===== src/rtl/pc_fetch_ctrl_if.sv =====
// Fetch-controller bus: decoder/LUT inputs and PC/status outputs.
interface pc_fetch_ctrl_if #(
  parameter int unsigned D  = 12,
  parameter int unsigned CW = 16
) ();
  logic          start;
  logic          stall;
  logic          branch_en;
  logic          halt;
  logic [D-1:0]  target;
  logic [D-1:0]  prog_ctr;
  logic          running;
  logic          done;
  logic          fault;
  logic [CW-1:0] instr_cnt;

  // Decoder / sequencer side
  modport master (
    output start, stall, branch_en, halt, target,
    input  prog_ctr, running, done, fault, instr_cnt
  );

  // Fetch controller side
  modport slave (
    input  start, stall, branch_en, halt, target,
    output prog_ctr, running, done, fault, instr_cnt
  );
endinterface


===== src/rtl/pc_fetch_ctrl.sv =====
// Program counter and run/stop sequencer feeding the instruction ROM address.
// Taken branches add a signed LUT offset; out-of-range targets park the core in FAULT.
module pc_fetch_ctrl #(
  parameter int unsigned D        = 12,
  parameter int unsigned PROG_LEN = 1024,
  parameter int unsigned CW       = 16
) (
  input logic            Clk,
  input logic            Reset,
  pc_fetch_ctrl_if.slave bus
);

  localparam logic [1:0] StIdle  = 2'd0;
  localparam logic [1:0] StRun   = 2'd1;
  localparam logic [1:0] StDone  = 2'd2;
  localparam logic [1:0] StFault = 2'd3;

  localparam logic [D-1:0]  PcOne      = D'(1);
  localparam logic [D-1:0]  LastPc     = D'(PROG_LEN - 1);
  // One extra bit so PROG_LEN == 2^D is representable
  localparam logic [D:0]    ProgLenExt = (D+1)'(PROG_LEN);
  localparam logic [CW-1:0] CntMax     = {CW{1'b1}};
  localparam logic [CW-1:0] CntOne     = CW'(1);

  logic [1:0]    state_q, state_d;
  logic [D-1:0]  pc_q, pc_d;
  logic [CW-1:0] cnt_q, cnt_d;

  logic [D-1:0]  br_nxt;
  logic          br_ok;
  logic [CW-1:0] cnt_inc;

  // Branch target wraps modulo 2^D; a negative wrap lands high and fails the range check
  assign br_nxt  = pc_q + bus.target;
  assign br_ok   = ({1'b0, br_nxt} < ProgLenExt);
  assign cnt_inc = (cnt_q == CntMax) ? cnt_q : cnt_q + CntOne;

  // Next-state: stall > halt > branch > sequential increment while running
  always_comb begin
    state_d = state_q;
    pc_d    = pc_q;
    cnt_d   = cnt_q;
    case (state_q)
      StIdle, StDone: begin
        if (bus.start) begin
          state_d = StRun;
          pc_d    = '0;
          cnt_d   = '0;
        end
      end
      StRun: begin
        if (!bus.stall) begin
          if (bus.halt) begin
            state_d = StDone;
            cnt_d   = cnt_inc;
          end else if (bus.branch_en) begin
            if (br_ok) begin
              pc_d  = br_nxt;
              cnt_d = cnt_inc;
            end else begin
              state_d = StFault;
            end
          end else if (pc_q == LastPc) begin
            state_d = StDone;
            cnt_d   = cnt_inc;
          end else begin
            pc_d  = pc_q + PcOne;
            cnt_d = cnt_inc;
          end
        end
      end
      default: ; // FAULT is absorbing until Reset
    endcase
  end

  // State registers with synchronous reset
  always_ff @(posedge Clk) begin
    if (Reset) begin
      state_q <= StIdle;
      pc_q    <= '0;
      cnt_q   <= '0;
    end else begin
      state_q <= state_d;
      pc_q    <= pc_d;
      cnt_q   <= cnt_d;
    end
  end

  assign bus.prog_ctr  = pc_q;
  assign bus.instr_cnt = cnt_q;
  assign bus.running   = (state_q == StRun);
  assign bus.done      = (state_q == StDone);
  assign bus.fault     = (state_q == StFault);

endmodule

===== src/flat_wrapper.sv =====
// flat-port wrapper written by rule: the top's interface ports become plain ports
module pc_fetch_ctrl_flat 
#(
  parameter int unsigned D        = 12,
  parameter int unsigned PROG_LEN = 1024,
  parameter int unsigned CW       = 16
)
  (Clk, Reset, bus_start, bus_stall, bus_branch_en, bus_halt, bus_target, bus_prog_ctr, bus_running, bus_done, bus_fault, bus_instr_cnt);
  pc_fetch_ctrl_if #(.D(D), .CW(CW)) bus_i ();
  input logic Clk;
  input logic Reset;
  input wire logic [$bits(bus_i.start)-1:0] bus_start;
  input wire logic [$bits(bus_i.stall)-1:0] bus_stall;
  input wire logic [$bits(bus_i.branch_en)-1:0] bus_branch_en;
  input wire logic [$bits(bus_i.halt)-1:0] bus_halt;
  input wire logic [$bits(bus_i.target)-1:0] bus_target;
  output wire logic [$bits(bus_i.prog_ctr)-1:0] bus_prog_ctr;
  output wire logic [$bits(bus_i.running)-1:0] bus_running;
  output wire logic [$bits(bus_i.done)-1:0] bus_done;
  output wire logic [$bits(bus_i.fault)-1:0] bus_fault;
  output wire logic [$bits(bus_i.instr_cnt)-1:0] bus_instr_cnt;
  assign bus_i.start = bus_start;
  assign bus_i.stall = bus_stall;
  assign bus_i.branch_en = bus_branch_en;
  assign bus_i.halt = bus_halt;
  assign bus_i.target = bus_target;
  assign bus_prog_ctr = bus_i.prog_ctr;
  assign bus_running = bus_i.running;
  assign bus_done = bus_i.done;
  assign bus_fault = bus_i.fault;
  assign bus_instr_cnt = bus_i.instr_cnt;
  pc_fetch_ctrl #(.D(D), .PROG_LEN(PROG_LEN), .CW(CW)) u_core (.Clk(Clk), .Reset(Reset), .bus(bus_i));
endmodule

===== config.mk =====
export PLATFORM = sky130hd
export DESIGN_NAME = pc_fetch_ctrl_flat
export DESIGN_NICKNAME = d
export VERILOG_FILES = /design/src/rtl/pc_fetch_ctrl_if.sv /design/src/rtl/pc_fetch_ctrl.sv /design/src/flat_wrapper.sv
export SDC_FILE = /design/constraint.sdc
export NUM_CORES = 1
export LEC_CHECK = 0
export CELL_PAD_IN_SITES_DETAIL_PLACEMENT = 2
export CELL_PAD_IN_SITES_GLOBAL_PLACEMENT = 2
export CORE_ASPECT_RATIO = 0.5
export CORE_UTILIZATION = 30
export DETAILED_ROUTE_END_ITERATION = 8
export MAX_ROUTING_LAYER = met4
export PLACE_DENSITY_LB_ADDON = 0.08
export SLEW_MARGIN = 20
export SYNTH_ARGS = -nofsm -noshare
export SYNTH_HDL_FRONTEND = slang
export SYNTH_SLANG_ARGS = --single-unit

===== constraint.sdc =====
create_clock -name Clk -period 7.9 [get_ports Clk]
set_input_delay 2.37 -clock Clk [delete_from_list [all_inputs] [get_ports Clk]]
set_output_delay 2.37 -clock Clk [all_outputs]
set_load 0.005 [all_outputs]

==> images/m1.png <==
Scale bar: 20 um.
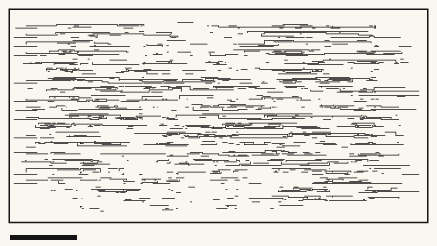
- main direction: horizontal
- wire length on this layer: 3,650 um
vias: 2,283
final WL: 7599 um
met1 usage: 0.2764

==> images/m2.png <==
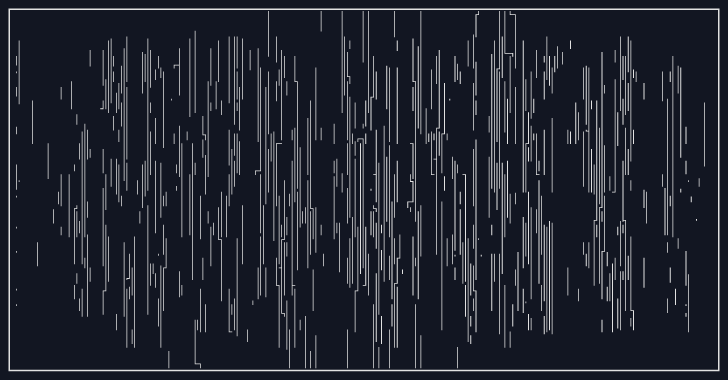
- wire length on this layer: 3,660 um
- share of all routed wire: 48%
- nets with wire on the layer: 334
- longest straight run: 31.6 um
GR Util met2: 0.3681

==> images/m3.png <==
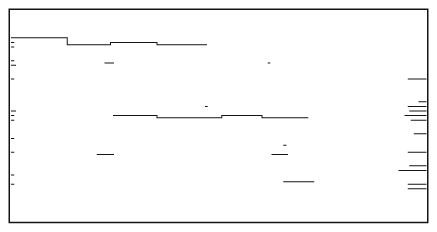
- nets with wire on the layer: 28
- main direction: horizontal
met3 Use GR: 0.04836

==> images/port_trees.png <==
Scale bar: 20 um.
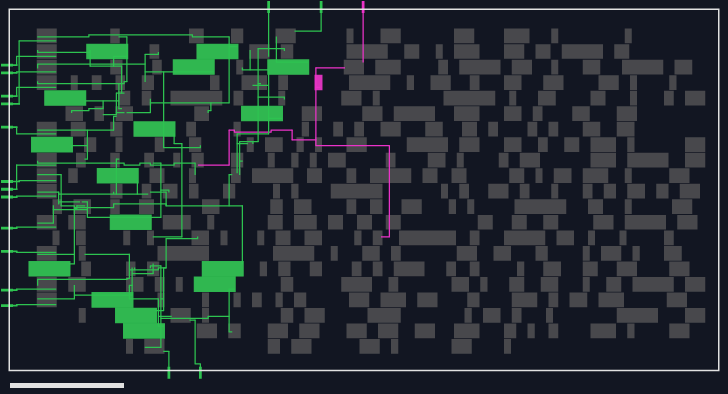
- magenta: `bus_running` (bits 1; direction output; end cells 1; buffers 1; wire 87.6 um)
- green: `bus_instr_cnt` (bits 16; direction output; end cells 16; buffers 16; wire 818 um)
num ports: 49
PortBufs: 48

==> images/congestion_map.png <==
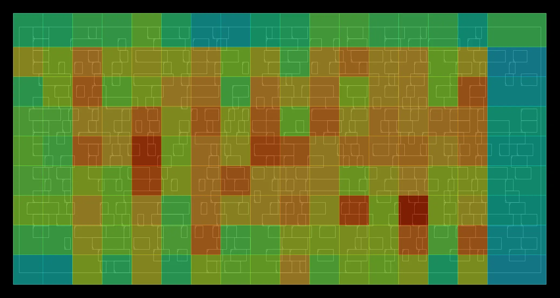
GRT busiest layer: met2
Total GRT Usage: 0.2228

==> results_dict.tcl <==
# place-and-route summary
set metrics [dict create \
    netlist_area_sq_mm 0.002235 \
    powerDensity_mw_per_mm2 149.3 \
    final_core_util 0.4253 \
    cts.htree.levels 2 \
    worst-path-buf-inv 1 \
    synth_top_cell_by_area "dfxtp_1" \
    route.met3.wl_um 212 \
    hold_ws_ps 522.9 \
    power_clock_mw 0.197 \
    rsz0062_at_grt "no" \
    comb_cell_power_mw 0.0823 \
    clockBufferDepth 2 \
    placed_cell_area_sq_mm 0.002799 \
    comb_power_share 0.187 \
    clk_latency_ps 280 \
    mux_share 0.04479 \
    clock_power_share 0.448 \
    skew_ps 7.235 \
    status "completed" \
    ys_cells 281 \
    nonClkBufAreaFrac 0.1654 \
    buffers_excl_clock 49 \
    comb_area_sq_mm 0.001577 \
    fmaxAchievable_mhz 172.2 \
    synth_seq_share 0.2688 \
    ff2ff_setup_slack_ps 4140 \
    seq_cells 30 \
    first_pass_iters 4 \
    wl_met2_um 3664 \
    p_sw_mw 0.1246 \
    clkTransAtPathRegs_ps 60 \
    drv_slew 0 \
    simple_gate_share 0.2492 \
    top_layer "met4" \
    start_kind "primary input" \
    post_layout_nonfiller_instances 421 \
    largest_reg_flops 16 \
    drcViolationCount 0 \
    crit_required_ps 8070 \
    core_area_sq_mm 0.006937 \
    synth_flops 30 \
    finalPower_mw 0.4404 \
    cp.depth 11 \
    cts_resized 0 \
    gp_congestion 0.8156 \
    wl_met1_um 3649 \
    grt_pass1_vias 2551 \
    seq_power_mw 0.161 \
    synth.most_common_cell "nor2_1" \
    async_reset_ff_frac 0 \
]
